File: config.mk
export PLATFORM = sky130hd
export DESIGN_NAME = mem_bus_arbiter
export DESIGN_NICKNAME = d
export VERILOG_FILES = /design/src/rtl/mem_bus_pkg.sv /design/src/rtl/rr_arbiter2.sv /design/src/rtl/mem_bus_arbiter.sv
export SDC_FILE = /design/constraint.sdc
export NUM_CORES = 1
export LEC_CHECK = 0
export ABC_AREA = 0
export ABC_CLOCK_PERIOD_IN_PS = 3700
export CAP_MARGIN = 5
export CORE_AREA = 2 2 129 131
export CTS_CLUSTER_SIZE = 30
export DETAILED_ROUTE_END_ITERATION = 7
export DIE_AREA = 0 0 131 133
export HOLD_SLACK_MARGIN = 0.08
export PLACE_DENSITY = 0.72
export SLEW_MARGIN = 15
export SYNTH_ARGS = -nofsm -noshare
export SYNTH_HDL_FRONTEND = slang
export SYNTH_SLANG_ARGS = --single-unit
File: constraint.sdc
create_clock -name clk -period 3.7 [get_ports clk]
set_clock_uncertainty 0.15 [all_clocks]
set_input_delay 0.37 -clock clk [delete_from_list [all_inputs] [get_ports clk]]
set_output_delay 0.37 -clock clk [all_outputs]
set_load 0.01 [all_outputs]
File: src/rtl/mem_bus_pkg.sv
// Shared types and constants for the two-master memory bus arbiter.
package mem_bus_pkg;

   typedef enum logic [1:0] {
      IDLE  = 2'd0,
      ISSUE = 2'd1,
      RESP  = 2'd2
   } arb_state_t;

   // Requester indices: bit positions in req/gnt/rd_valid
   localparam int REQ_CORE = 0;
   localparam int REQ_DMA  = 1;

   // Default bus widths
   localparam int DEF_ADDR_W = 32;
   localparam int DEF_DATA_W = 32;
   localparam int CNT_W      = 32;

endpackage

File: src/rtl/rr_arbiter2.sv
// Two-way round-robin winner select. 'last' is the index of the requester
// granted most recently; on a tie the other requester wins.
module rr_arbiter2
   import mem_bus_pkg::*;
(
   input  logic [1:0] req,
   input  logic       last,
   output logic [1:0] grant
);

   // Lone requester always wins; a tie goes to the one not served last
   always_comb begin
      grant = 2'b00;
      if (req == 2'b11) begin
         grant[REQ_CORE] = last;
         grant[REQ_DMA]  = ~last;
      end else begin
         grant = req;
      end
   end

endmodule

File: src/rtl/mem_bus_arbiter.sv
// Shared memory bus arbiter for a core and a DMA master.
// One transaction at a time: IDLE (grant) -> ISSUE (drive bus) -> RESP (reads).
// Optional grant counters are built only when ARB_PERF_COUNTERS_EN is defined;
// otherwise gnt_count0/gnt_count1 read as zero.
module mem_bus_arbiter
   import mem_bus_pkg::*;
#(
   parameter int ADDR_W = DEF_ADDR_W,
   parameter int DATA_W = DEF_DATA_W
) (
   input  logic              clk,
   input  logic              rst,
   input  logic [1:0]        req,
   input  logic [ADDR_W-1:0] addr0,
   input  logic [ADDR_W-1:0] addr1,
   input  logic [1:0]        wr_ena,
   input  logic [DATA_W-1:0] wr_data0,
   input  logic [DATA_W-1:0] wr_data1,
   output logic [1:0]        gnt,
   output logic [1:0]        rd_valid,
   output logic [DATA_W-1:0] rd_data,
   output logic [ADDR_W-1:0] mem_addr,
   output logic              mem_wr_ena,
   output logic [DATA_W-1:0] mem_wr_data,
   input  logic [DATA_W-1:0] mem_rd_data,
   output logic              busy,
   output logic [31:0]       gnt_count0,
   output logic [31:0]       gnt_count1
);

   arb_state_t        state_reg;
   logic              last_reg;
   logic              owner_reg;
   logic              wr_reg;
   logic [ADDR_W-1:0] addr_reg;
   logic [DATA_W-1:0] data_reg;
   logic              mem_wr_ena_reg;
   logic [1:0]        rd_valid_reg;

   logic [1:0]        arb_grant;
   logic              win_idx;
   logic [ADDR_W-1:0] sel_addr;
   logic [DATA_W-1:0] sel_data;
   logic              sel_wr;

   rr_arbiter2 u_rr (
      .req   (req),
      .last  (last_reg),
      .grant (arb_grant)
   );

   // Fields of the winning requester, selected from the one-hot grant
   always_comb begin
      win_idx  = arb_grant[REQ_DMA];
      sel_addr = win_idx ? addr1 : addr0;
      sel_data = win_idx ? wr_data1 : wr_data0;
      sel_wr   = win_idx ? wr_ena[REQ_DMA] : wr_ena[REQ_CORE];
   end

   // Grant is combinational in IDLE so the requester's fields are taken the
   // same cycle gnt is seen; it is suppressed while reset is asserted.
   assign gnt         = (!rst && state_reg == IDLE) ? arb_grant : 2'b00;
   assign busy        = (state_reg != IDLE);
   assign mem_addr    = addr_reg;
   assign mem_wr_data = data_reg;
   assign mem_wr_ena  = mem_wr_ena_reg;
   assign rd_valid    = rd_valid_reg;
   assign rd_data     = (state_reg == RESP) ? mem_rd_data : '0;

   // Arbitration FSM with latched request fields and registered strobes
   always_ff @(posedge clk) begin
      if (rst) begin
         state_reg      <= IDLE;
         last_reg       <= 1'b1;
         owner_reg      <= 1'b0;
         wr_reg         <= 1'b0;
         addr_reg       <= '0;
         data_reg       <= '0;
         mem_wr_ena_reg <= 1'b0;
         rd_valid_reg   <= 2'b00;
      end else begin
         mem_wr_ena_reg <= 1'b0;
         rd_valid_reg   <= 2'b00;
         case (state_reg)
            IDLE: begin
               if (req != 2'b00) begin
                  state_reg      <= ISSUE;
                  last_reg       <= win_idx;
                  owner_reg      <= win_idx;
                  wr_reg         <= sel_wr;
                  addr_reg       <= sel_addr;
                  data_reg       <= sel_data;
                  mem_wr_ena_reg <= sel_wr;
               end
            end
            ISSUE: begin
               if (wr_reg) begin
                  state_reg <= IDLE;
               end else begin
                  state_reg    <= RESP;
                  rd_valid_reg <= owner_reg ? 2'b10 : 2'b01;
               end
            end
            RESP: begin
               state_reg <= IDLE;
            end
            default: begin
               state_reg <= IDLE;
            end
         endcase
      end
   end

`ifdef ARB_PERF_COUNTERS_EN
   generate
      for (genvar gi = 0; gi < 2; gi++) begin : g_cnt
         logic [CNT_W-1:0] cnt_reg;
         // Saturating per-requester grant counter
         always_ff @(posedge clk) begin
            if (rst) begin
               cnt_reg <= '0;
            end else if (gnt[gi] && cnt_reg != {CNT_W{1'b1}}) begin
               cnt_reg <= cnt_reg + 1'b1;
            end
         end
      end
   endgenerate
   assign gnt_count0 = g_cnt[0].cnt_reg;
   assign gnt_count1 = g_cnt[1].cnt_reg;
`else
   assign gnt_count0 = 32'd0;
   assign gnt_count1 = 32'd0;
`endif

endmodule

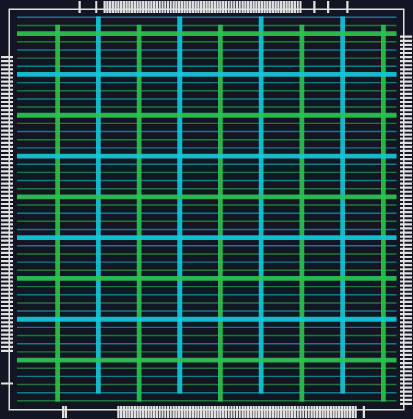
(images/floorplan.png)
(3 px per um) Pins as bars on the die edge.
| net | color |
|---|---|
| VSS | green |
| VDD | cyan |
met5 straps: 9
signal pins: 332
met4 straps: 9
core box area: 16170 sq um
die height: 133 um
Die X: 131 um
worst vdd ir: 0.1924 mV

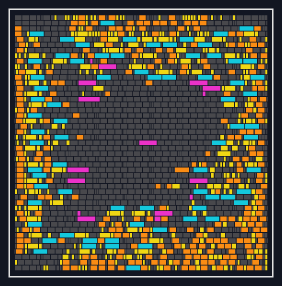
(images/class_map.png)
(2 px per um) Fill, decap, tap and diode cells in gray.
| class | color | cells | share of their area |
|---|---|---|---|
| registers | cyan | 72 | 21% |
| remaining buffers and delay cells | orange | 276 | 41% |
| clock drivers and dummy loads | magenta | 16 | 4.6% |
| remaining logic cells | yellow | 377 | 34% |

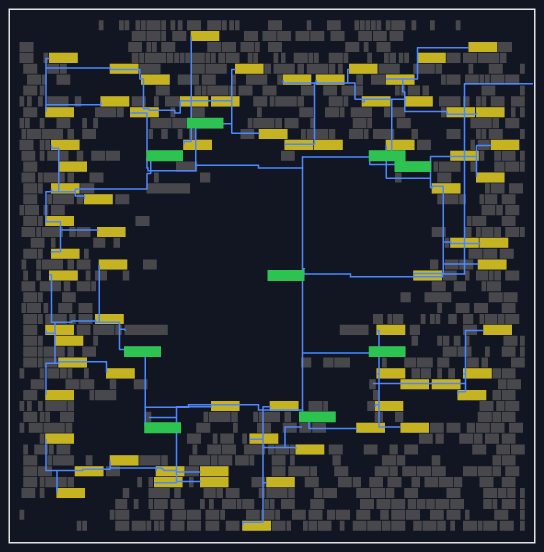
(images/clock_wires.png)
(4 px per um)
[clock wires] blue | length: 1200 um
[flip-flops] yellow | count: 72
[clock-net drivers] green | count: 9
routed clock nets: 10

==> results.toml <==
# implementation run metrics
[setup_path]
required_ns = 3.18
worstSetupPathType = "in2out"
critical-path-top-delay-family = "buffers and inverters"
end_kind = "primary output"
critPathArrivalTime_ns = 2.09
crit_cells = 5
crit_path_start_kind = "input port"
crit_fanout = 33
path_cells = "clkdlybuf4s50_1 -> a21boi_4 -> buf_4 -> nor3_1 -> clkdlybuf4s50_1"
ff2ff_path_depth = 4
cp.buffers_inverters = 3
slowest_stage = "clkdlybuf4s50_1"
crit_path_max_incr_delay_ns = 0.54

[synthesis]
ys_sh_aoi_pct = 29.46
synth_adder_area_share_pct = 0
ys_cells = 496
muxShareOfSynthArea_pct = 0.2388
synthSimpleGateAreaFrac_pct = 18.21
yosys.area_share.xor_xnor_pct = 0
ys_top_logic_family = "AND-OR/OR-AND gates"
synth_warnings = 0
synth_area_per_cell_sq_um = 8.451
synth-seq-area-share_pct = 34.39
edf_count = 0
synthFlopType = "dfxtp_1"
synth_chip_area_sq_um = 4192

[pwr]
seqPwrFrac_pct = 34.0
p_leak_nw = 2.681
p_int_mw = 1.908
p_switching_uw = 786.9
cellPowerDensity_nw_per_um2 = 382.2
power_frac_comb_pct = 31.5
swShare_pct = 29.20

[clock_tree]
clk_pin_slew_ns = 0.05
cts_setup_buffers = 0
ctsHoldBuffers = 0
cts_resized = 0
cts_made_buffers = 9
cts_sinks = 72
clockRootBuffer = "clkbuf_16"
cts_tree = "done"
clockBufferDepth = 2
clk_latency_ns = 0.33

[final_timing]
hold_viol = 0
rsz0062_at_grt = "false"
tns_ns = 0
min_period_over_period_pct = 70.45
slew_violations = 0
fmaxAchievable_ghz = 0.3837
tightest_slew_ns = 0.7909
period_minus_slack_ns = 2.607
worst_slack_ns = 1.093
setup_violations = 0

[floorplanning]
fp_util_pct = 25.92
boundaryPins = 332
dieArea_sq_um = 17420
rows = 47

[global_route]
overflow = 0
grt_pass1_vias = 4115
grt_max_degree = 66
grt_usage_pct = 16.04

[worst_hold_path]
hold_path_class = "reg2reg"
hold_depth = 1

[placement]
placed_area_sq_um = 6739
port_buffers = 267
dp_cells = 945
gp_congestion = 0.7445
place_ws_ns = 1.084

[route]
vias = 4225
ant_nets = 0
drt-wirelength-per-cell_um = 14.77
drt-total-wl_mm = 14.20
initialDrtViolationCount = 168
first_pass_iters = 4
drc = 0

[layout]
finish.cell_count_without_fillers = 961
final_cell_area_sq_um = 7052
nets = 902
drive_above_1_share_pct = 10.66

[job]
maxCapViolations = 0
warnings = 26

[run_status]
outcome = "completed"
-- per-stage QoR --
stage          util (%)  total power, mW
6_report          43.61            2.695
5_1_grt           43.61            2.846
2_1_floorplan         -            1.399
4_1_cts           43.61            2.740
3_5_place_dp      41.67            1.790
3_3_place_gp      41.67            1.783
-- cell families (layout without fill, tap and decap cells) --
kind of cell / Yosys count / after routing
AND/OR/NAND/NOR: 176 / 176
AND-OR/OR-AND: 135 / 135
buffers and inverters: 111 / 293
flip-flops: 72 / 72
other: 1 / 64
multiplexers: 1 / 1
-- cells in the mapped netlist, types with 2 or more instances --
cell type | number | area (sq um)
and2_1 | 33 | 206.5
clkbuf_1 | 16 | 60.06
nand2_1 | 131 | 491.7
nor2_1 | 4 | 15.01
a21oi_1 | 66 | 330.3
nor3_1 | 2 | 10.01
buf_2 | 14 | 70.07
a311oi_2 | 48 | 720.7
a311oi_1 | 16 | 140.1
nor2b_1 | 3 | 18.77
dfxtp_1 | 72 | 1441
buf_4 | 79 | 593.1
-- power by group through the flow --
stage                     combinational (mW)  clock (mW)  sequential, mW
after global routing                   0.924       0.997           0.926
final                                  0.849       0.931           0.915
after detailed placement               0.858           0           0.932
after floorplan                        0.430           0           0.969
after global placement                 0.853           0           0.929
after CTS                              0.860       0.964           0.916
-- final cells by class --
class	instances	area, sq um
fillers	1589	9120
repair buffers	276	2750
multi-input cells	376	2268
flip-flops and latches	72	1441
well taps	220	275.3
clock buffers	10	229.0
clock inverters	6	83.83
inverters	1	3.754
-- cells in the final DEF, fill, tap and decap left out, drive strengths merged --
master / Yosys / routed
nor2: 5 / 5
inv: 1 / 1
a21boi: 1 / 1
dfxtp: 72 / 72
nor3: 2 / 2
a311oi: 64 / 64
clkdlybuf4s50: 0 / 266
o21ai: 1 / 1
a21oi: 66 / 66
nand2: 131 / 131
and2: 33 / 33
a211oi: 1 / 1
or2: 1 / 1
nor2b: 3 / 3
clkinv: 0 / 4
mux2i: 1 / 1
conb: 1 / 64
bufinv: 0 / 2
buf: 94 / 10
nor4b: 1 / 1
a221o: 1 / 1
clkbuf: 16 / 10
a21bo: 1 / 1
-- layer usage --
layer  global-route usage (%)  vias up  part of all wire [%]
li1                         -     2076                     -
met1                    18.18     1944                    38
met2                    28.04      193                    50
met3                    6.066       12                    10
met4                    4.078        0                   1.1
met5                        0        -                     0
-- worst paths after layout --
kind | slack (ns) | from | to
worst max-delay path | 1.09 | req[1] | gnt[0]
worst min-delay path | 0.29 | owner_reg | rd_valid[0]
worst max register to register | 1.80 | state_reg[1] | mem_addr[9]
worst min register to register | 0.29 | owner_reg | rd_valid[0]
Power is estimated from default activity; no workload was simulated.
